Figure 1. The metal 1 layer (run 1).
Supply wires on this layer in grey.
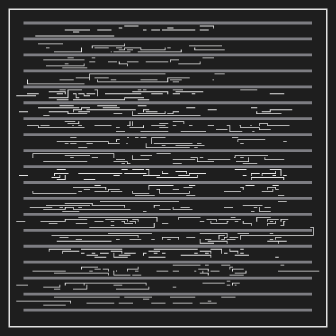
Figure 2. Metal 2 (run 1).
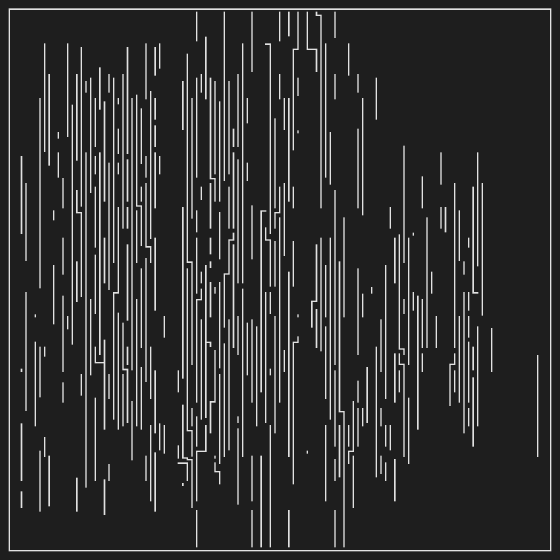
Figure 3. Wiring heat map (run 1).
The bar under the picture is 20 µm long. 11 x 11 tiles, from dark purple (low) to yellow (high), scaled to the fullest tile. Values are wire area over tile area, all layers added.
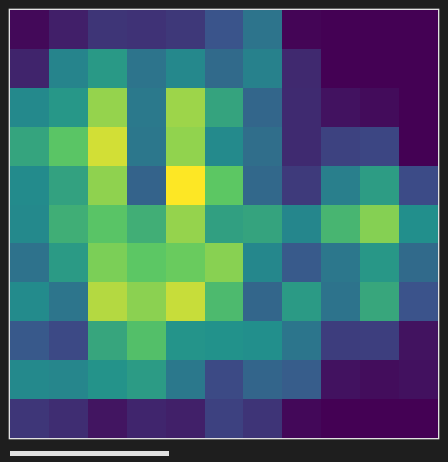
===== src/rtl/hazard_ctrl_mc.sv =====
// hazard_ctrl_mc: pipeline hazard controller for the 5-stage RV32 core.
// Resolves M/W forwarding, load-use stalls and taken-branch flushes.
// Also tracks a sequential multi-cycle execute op (MUL/DIV): it holds
// F/D/E for MD_LAT-1 cycles and bubbles M while the op sits in E.
// Optional macro HAZ_PERF_CNT_EN adds StallCycles/FlushCount counters.
module hazard_ctrl_mc #(
  parameter int          REG_AW   = 5,
  parameter int          MD_LAT   = 4,
  parameter logic [1:0]  LOAD_SRC = 2'b01
) (
  input  logic              clk,
  input  logic              rst,
  input  logic              RegWriteM,
  input  logic [REG_AW-1:0] RdM,
  input  logic              RegWriteW,
  input  logic [REG_AW-1:0] RdW,
  input  logic [REG_AW-1:0] Rs1E,
  input  logic [REG_AW-1:0] Rs2E,
  input  logic [REG_AW-1:0] RdE,
  input  logic [1:0]        ResultSrcE,
  input  logic              PCSrcE,
  input  logic [REG_AW-1:0] Rs1D,
  input  logic [REG_AW-1:0] Rs2D,
  input  logic              MdStartE,
  output logic [1:0]        ForwardAE,
  output logic [1:0]        ForwardBE,
  output logic              StallF,
  output logic              StallD,
  output logic              StallE,
  output logic              FlushD,
  output logic              FlushE,
  output logic              FlushM,
  output logic              MdBusy,
`ifdef HAZ_PERF_CNT_EN
  output logic              MdDone,
  output logic [31:0]       StallCycles,
  output logic [31:0]       FlushCount
`else
  output logic              MdDone
`endif
);

  // Counter is at least one bit wide so MD_LAT of 1 or 2 still elaborates.
  localparam int CW = (MD_LAT > 2) ? $clog2(MD_LAT) : 1;
  // BUSY lasts MD_LAT-2 cycles; the counter runs down to zero inside BUSY.
  localparam logic [CW-1:0] CNT_LOAD = (MD_LAT > 2) ? CW'(MD_LAT - 3) : '0;
  localparam bit MULTI_LAT = (MD_LAT > 1);
  localparam bit SHORT_LAT = (MD_LAT == 2);

  typedef enum logic [1:0] {
    IDLE = 2'd0,
    BUSY = 2'd1,
    DONE = 2'd2
  } mdState_t;

  mdState_t      stateReg, stateNext;
  logic [CW-1:0] cntReg, cntNext;
  logic          mdStall;
  logic          mdDoneRaw;
  logic          loadUse;

  // Forwarding: operand 0 is Rs1E, operand 1 is Rs2E; M beats W.
  logic [REG_AW-1:0] rsE [2];
  logic [1:0]        fwdSel [2];

  assign rsE[0] = Rs1E;
  assign rsE[1] = Rs2E;

  generate
    for (genvar gi = 0; gi < 2; gi++) begin : g_fwd
      assign fwdSel[gi] =
        (RegWriteM && (RdM != '0) && (RdM == rsE[gi])) ? 2'b10 :
        (RegWriteW && (RdW != '0) && (RdW == rsE[gi])) ? 2'b01 :
                                                          2'b00;
    end
  endgenerate

  assign loadUse = (ResultSrcE == LOAD_SRC) && (RdE != '0) &&
                   ((RdE == Rs1D) || (RdE == Rs2D));

  // Multi-cycle tracker state register with synchronous abort on reset.
  always_ff @(posedge clk) begin
    if (rst) begin
      stateReg <= IDLE;
      cntReg   <= '0;
    end else begin
      stateReg <= stateNext;
      cntReg   <= cntNext;
    end
  end

  // Next-state logic plus the raw stall/done indications of the tracker.
  always_comb begin
    stateNext = stateReg;
    cntNext   = cntReg;
    mdStall   = 1'b0;
    mdDoneRaw = 1'b0;
    case (stateReg)
      IDLE: begin
        if (MdStartE) begin
          if (MULTI_LAT) begin
            mdStall = 1'b1;
            if (SHORT_LAT) begin
              stateNext = DONE;
            end else begin
              stateNext = BUSY;
              cntNext   = CNT_LOAD;
            end
          end else begin
            // Single-cycle latency: the op completes in its first E cycle.
            mdDoneRaw = 1'b1;
          end
        end
      end
      BUSY: begin
        mdStall = 1'b1;
        if (cntReg == '0) begin
          stateNext = DONE;
        end else begin
          cntNext = cntReg - CW'(1);
        end
      end
      DONE: begin
        // MdStartE is still high here (same instruction), so it is ignored.
        mdDoneRaw = 1'b1;
        stateNext = IDLE;
      end
      default: begin
        stateNext = IDLE;
        cntNext   = '0;
      end
    endcase
  end

  // Output combine: a held E stage wins over any flush of D/E; everything
  // is forced low while reset is asserted.
  always_comb begin
    ForwardAE = 2'b00;
    ForwardBE = 2'b00;
    StallF    = 1'b0;
    StallD    = 1'b0;
    StallE    = 1'b0;
    FlushD    = 1'b0;
    FlushE    = 1'b0;
    FlushM    = 1'b0;
    MdBusy    = 1'b0;
    MdDone    = 1'b0;
    if (!rst) begin
      ForwardAE = fwdSel[0];
      ForwardBE = fwdSel[1];
      StallF    = mdStall | loadUse;
      StallD    = mdStall | loadUse;
      StallE    = mdStall;
      FlushM    = mdStall;
      FlushE    = ~mdStall & (loadUse | PCSrcE);
      FlushD    = ~mdStall & PCSrcE;
      MdBusy    = (stateReg != IDLE);
      MdDone    = mdDoneRaw;
    end
  end

`ifdef HAZ_PERF_CNT_EN
  logic [31:0] stallCyclesReg;
  logic [31:0] flushCountReg;

  // Performance counters: stalled-fetch cycles and cycles with any flush.
  always_ff @(posedge clk) begin
    if (rst) begin
      stallCyclesReg <= '0;
      flushCountReg  <= '0;
    end else begin
      if (StallF) begin
        stallCyclesReg <= stallCyclesReg + 32'd1;
      end
      if (FlushD || FlushE || FlushM) begin
        flushCountReg <= flushCountReg + 32'd1;
      end
    end
  end

  assign StallCycles = stallCyclesReg;
  assign FlushCount  = flushCountReg;
`endif

endmodule


===== config.mk =====
export PLATFORM = sky130hd
export DESIGN_NAME = hazard_ctrl_mc
export DESIGN_NICKNAME = d
export VERILOG_FILES = /design/src/rtl/hazard_ctrl_mc.sv
export SDC_FILE = /design/constraint.sdc
export NUM_CORES = 1
export LEC_CHECK = 0
export ABC_AREA = 1
export CAP_MARGIN = 20
export CORE_MARGIN = 2
export CORE_UTILIZATION = 31
export DETAILED_ROUTE_END_ITERATION = 6
export PLACE_DENSITY = 0.8
export SLEW_MARGIN = 15
export SYNTH_ARGS = -nofsm -noshare
export SYNTH_HDL_FRONTEND = slang
export SYNTH_SLANG_ARGS = --single-unit

===== constraint.sdc =====
create_clock -name clk -period 1.1 [get_ports clk]
set_input_delay 0.165 -clock clk [delete_from_list [all_inputs] [get_ports clk]]
set_output_delay 0.165 -clock clk [all_outputs]
set_load 0.03 [all_outputs]

==> out/metrics.csv, run 1 <==
metric,value,unit
p_int,0.000659,W
cts_sinks,4,
die_x,53.9,µm
setup_viol,13,
status,"finished, violations left",
avgSynthCellArea,5.59,µm²
fin_cells,237,
min_path_cells,2,
ys_types,23,
violations,negative setup slack,
required,0.94,ns
most_common_cell,nand2_1,
ys.warnings.count,0,
power_frac_comb,0.672,
drt-vias-per-instance,4.89,
ys_async_sr_fraction,0,
grt-ovfl-total,0,
post_cts_resized,201,
hold_viol,0,
crit_end,StallF,
fmax,0.778,GHz
finalWorstPathRequiredPeriod,1.29,ns
pin_count,55,
top_layer_used,met4,
cts_made_buffers,3,
die_h,53.9,µm
grt_pass1_vias,1113,
place_ws,-0.644,ns
rsz0062_at_grt,true,
postLayoutSetupSlackWorst,-0.185,ns
cts_tree,built,
start_kind,register,
p_switching,0.000453,W
yosysSeqAreaShare,0.104,
core,2410,µm²
grt_pass1_wl,4.45,mm
drtPass1Iterations,4,
-- Figure 1 (at the start) --
- nets with wire on the layer: 212
- wire length on this layer: 1060 µm
- share of all routed wire: 32%
- main direction: horizontal
vias: 1160
drt total wl: 3.36 mm
met1 Resource Use GR: 0.204

-- Figure 2 (at the start) --
- longest straight run: 33.3 µm
- wire length on this layer: 1880 µm
met2 usage: 0.407

-- Figure 3 (at the start) --
- fullest tile: 0.51
- mean over tiles: 0.19
- tiles over half the peak: 33%
- nearly empty tiles: 9.9%
- emptiest ninth of the die: north-east
GRT Overall Usage: 0.214
WL/cell: 14.2 µm

## run 1: through the flow
step / util / setup TNS, ns
after floorplan: - / -0.712
after global placement: 0.579 / -5.00
after detailed placement: 0.579 / -5.31
after CTS: 0.620 / -1.54
after global routing: 0.709 / -2.20
final: 0.709 / -1.57
## run 1: sequential cells by signal, summed over array words and instances (netlist names)
name,count
stateReg,2
cntReg,2
## run 1: cells in the final DEF, fill, tap and decap left out, types with 3 or more instances in the layout
cell and instances:
nand3_1 3, buf_8 4, o21ai_2 3, nor3_2 5, xnor2_2 3, nand2_1 25, nor2_4 7, xor2_1 13
nand2_2 7, nor2_1 14, buf_4 13, clkdlybuf4s15_1 3, inv_1 14, xnor2_1 3, dlygate4sd2_1 5, clkbuf_4 3
dfxtp_2 3, buf_2 10, nor2_2 4, inv_2 7, nand3_2 4, buf_6 33
## run 1: critical path, delay by kind of cell (launching register included)
kind                   cells  cell delay (ns)
AND-OR/OR-AND              2             0.22
buffers and inverters      3             0.34
flip-flops                 1             0.32
## run 1: area by class of cell
cell class | instances | area [µm²] | share of cell area
Multi-Input combinational cell | 108 | 811 | 0.474
Timing Repair Buffer | 69 | 663 | 0.388
Inverter | 23 | 91.3 | 0.0534
Sequential cell | 4 | 83.8 | 0.0490
Tap cell | 30 | 37.5 | 0.0220
Clock buffer | 3 | 22.5 | 0.0132
## run 1: cell families (layout without fill, tap and decap cells)
| group | Yosys count | after routing | share of synthesized area |
|---|---|---|---|
| AND-OR/OR-AND | 11 | 11 | 0.0940 |
| XOR/XNOR | 21 | 21 | 0.238 |
| adder cells (fa/ha/maj) | 1 | 1 | 0.0162 |
| buffers and inverters | 26 | 95 | 0.138 |
| flip-flops | 4 | 4 | 0.104 |
| AND/OR/NAND/NOR | 75 | 75 | 0.410 |
==> run 1 -> run 2 <==
Settings changed: ABC_AREA 1 to 0, CORE_UTILIZATION 31 to 30, PLACE_DENSITY 0.8 to 0.81.
Figure 4. Clock nets (run 2).
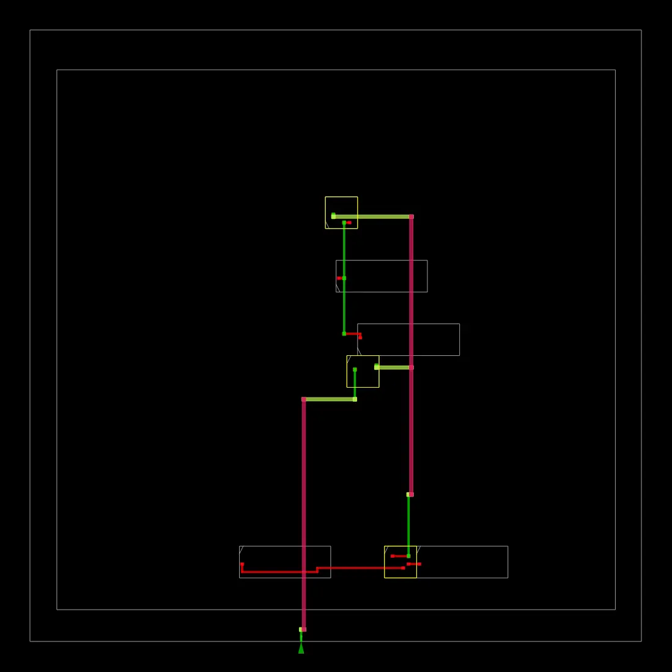
TritonCTS buffer count: 3
clkbuf count: 3
Final Skew: 0.00218 ns
Clock group: 0.000192 W
clk latency late pin: 0.24 ns

Figure 5. M3 wires (run 2).
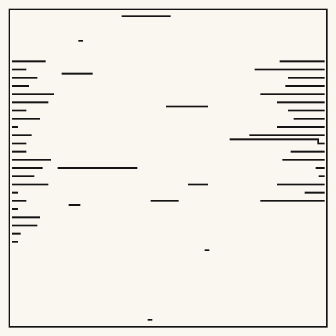
- wire length on this layer: 246 µm
- longest straight run: 14.5 µm
- nets with wire on the layer: 46
- main direction: horizontal
- share of all routed wire: 7.7%

==> run 2 against run 1 <==
  * The run still ends with negative setup slack left
  * Sequential share of layout area up 0.074 points
  * Setup slack worse by 0.44 ns
  * Power down 3.0%
  * Synthesized cell count down 33%
  * Largest power group unchanged
  * Highest routed layer unchanged
==> out/metrics.csv, run 2 <==
metric,value,unit
violations,negative setup slack,
largestRegisters,"cntReg: 2 flops, stateReg: 2 flops",
finalWorstPathRequiredPeriod,1.72,ns
place_ws,-1.10,ns
die_h,52.4,µm
ys_async_sr_fraction,0,
die_x,52.4,µm
vias,1049,
pin_count,55,
grt_pass1_wl,4.55,mm
simple_gate_share,0.292,
final_util,0.795,
logic_family,XOR/XNOR gates,
required,0.94,ns
wire_per_inst,14.9,µm
status,"finished, violations left",
fin_cells,214,
cts_tree,built,
setup_viol,14,
core,2210,µm²
grt-ovfl-total,0,
ys.warnings.count,0,
grt_pass1_vias,1109,
most_common_cell,xor2_1,
yosysSeqAreaShare,0.114,
top_layer_used,met4,
ys_sh_aoi,0.127,
hold_viol,0,
avgSynthCellArea,7.55,µm²
cts_sinks,4,
drtPass1Iterations,4,
grt_util_met1,0.198,
fmax,0.580,GHz
postLayoutSetupSlackWorst,-0.624,ns
final_cell_mix,"36 x buf_4, 20 x buf_6, 19 x xor2_1",
ys_sh_mux,0.0143,
rsz0062_at_grt,true,
Figure 6. Wiring heat map (run 2).
The bar under the picture is 20 µm long. 10 x 10 tiles, from dark purple (low) to yellow (high), scaled to the fullest tile. Values are wire area over tile area, all layers added.
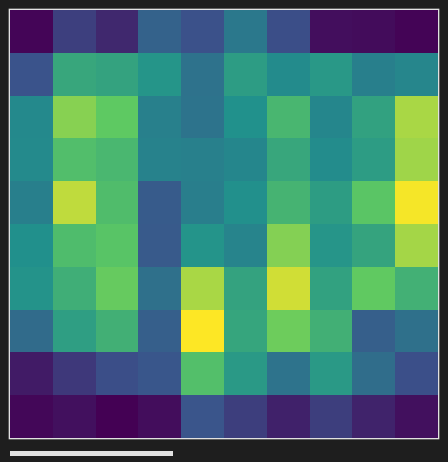
- fullest tile: 0.41
- tiles over half the peak: 47%
- densest ninth of the die: east
- nearly empty tiles: 4.0%
- mean over tiles: 0.19

-- run 2: cell count changes after synthesis, moves of 5 or more --
cell / change
xor2_1: +5
nor2_1: -16
nand2_1: -28
inv_1: -14
or4_1: +5
-- run 2: through the flow --
stage,setup TNS [ns],cell area [µm²],power (W)
floorplan,-3.01,826,0.000448
global placement,-8.95,1540,0.000764
detailed placement,-9.50,1540,0.000784
CTS,-4.49,1670,0.00103
global route,-5.28,1760,0.00115
finish,-4.59,1760,0.00108
-- run 2: critical path, stage by stage --
cell	delay, ns
buf_6	0.09
or4_4	0.53
o21ai_4	0.15
buf_6	0.13
nor3_4	0.04
nor4_4	0.28
buf_6	0.17
-- run 2: what timing repair did --
item,4_1_cts,5_1_grt
setup endpoints to repair,16,14
gates resized,146,30
setup buffers,8,5
endpoints found under the hold margin,0,0
pin swaps,26,23
-- run 2: report_power, final --
part / internal [W] / total, W / switching [W]
combinational: 0.000393 / 0.000720 / 0.000327
sequential: 0.000158 / 0.000167 / 0.00000886
clock: 0.000123 / 0.000192 / 0.0000690
-- run 2: how the worst max path moves through the flow --
stage | start | end | slack, ns | cells past startpoint
after floorplan | RdE[2] | StallF | -0.50 | 5
after global placement | RdM[1] | ForwardAE[1] | -1.05 | 5
after detailed placement | RdM[3] | ForwardAE[1] | -1.10 | 6
after CTS | RdM[2] | ForwardBE[0] | -0.63 | 7
after global routing | RdM[2] | ForwardBE[0] | -0.64 | 7
final | RdM[2] | ForwardBE[0] | -0.62 | 7
-- run 2: layout make-up --
type                    instances  area [µm²]
clock buffers                   3        22.5
fillers                       152         453
inverters                       5        23.8
multi-input cells              80         790
flip-flops and latches          4        87.6
well taps                      28        35.0
repair buffers                 94         801
Power figures rest on the tool's default switching activity, not on a simulated workload.
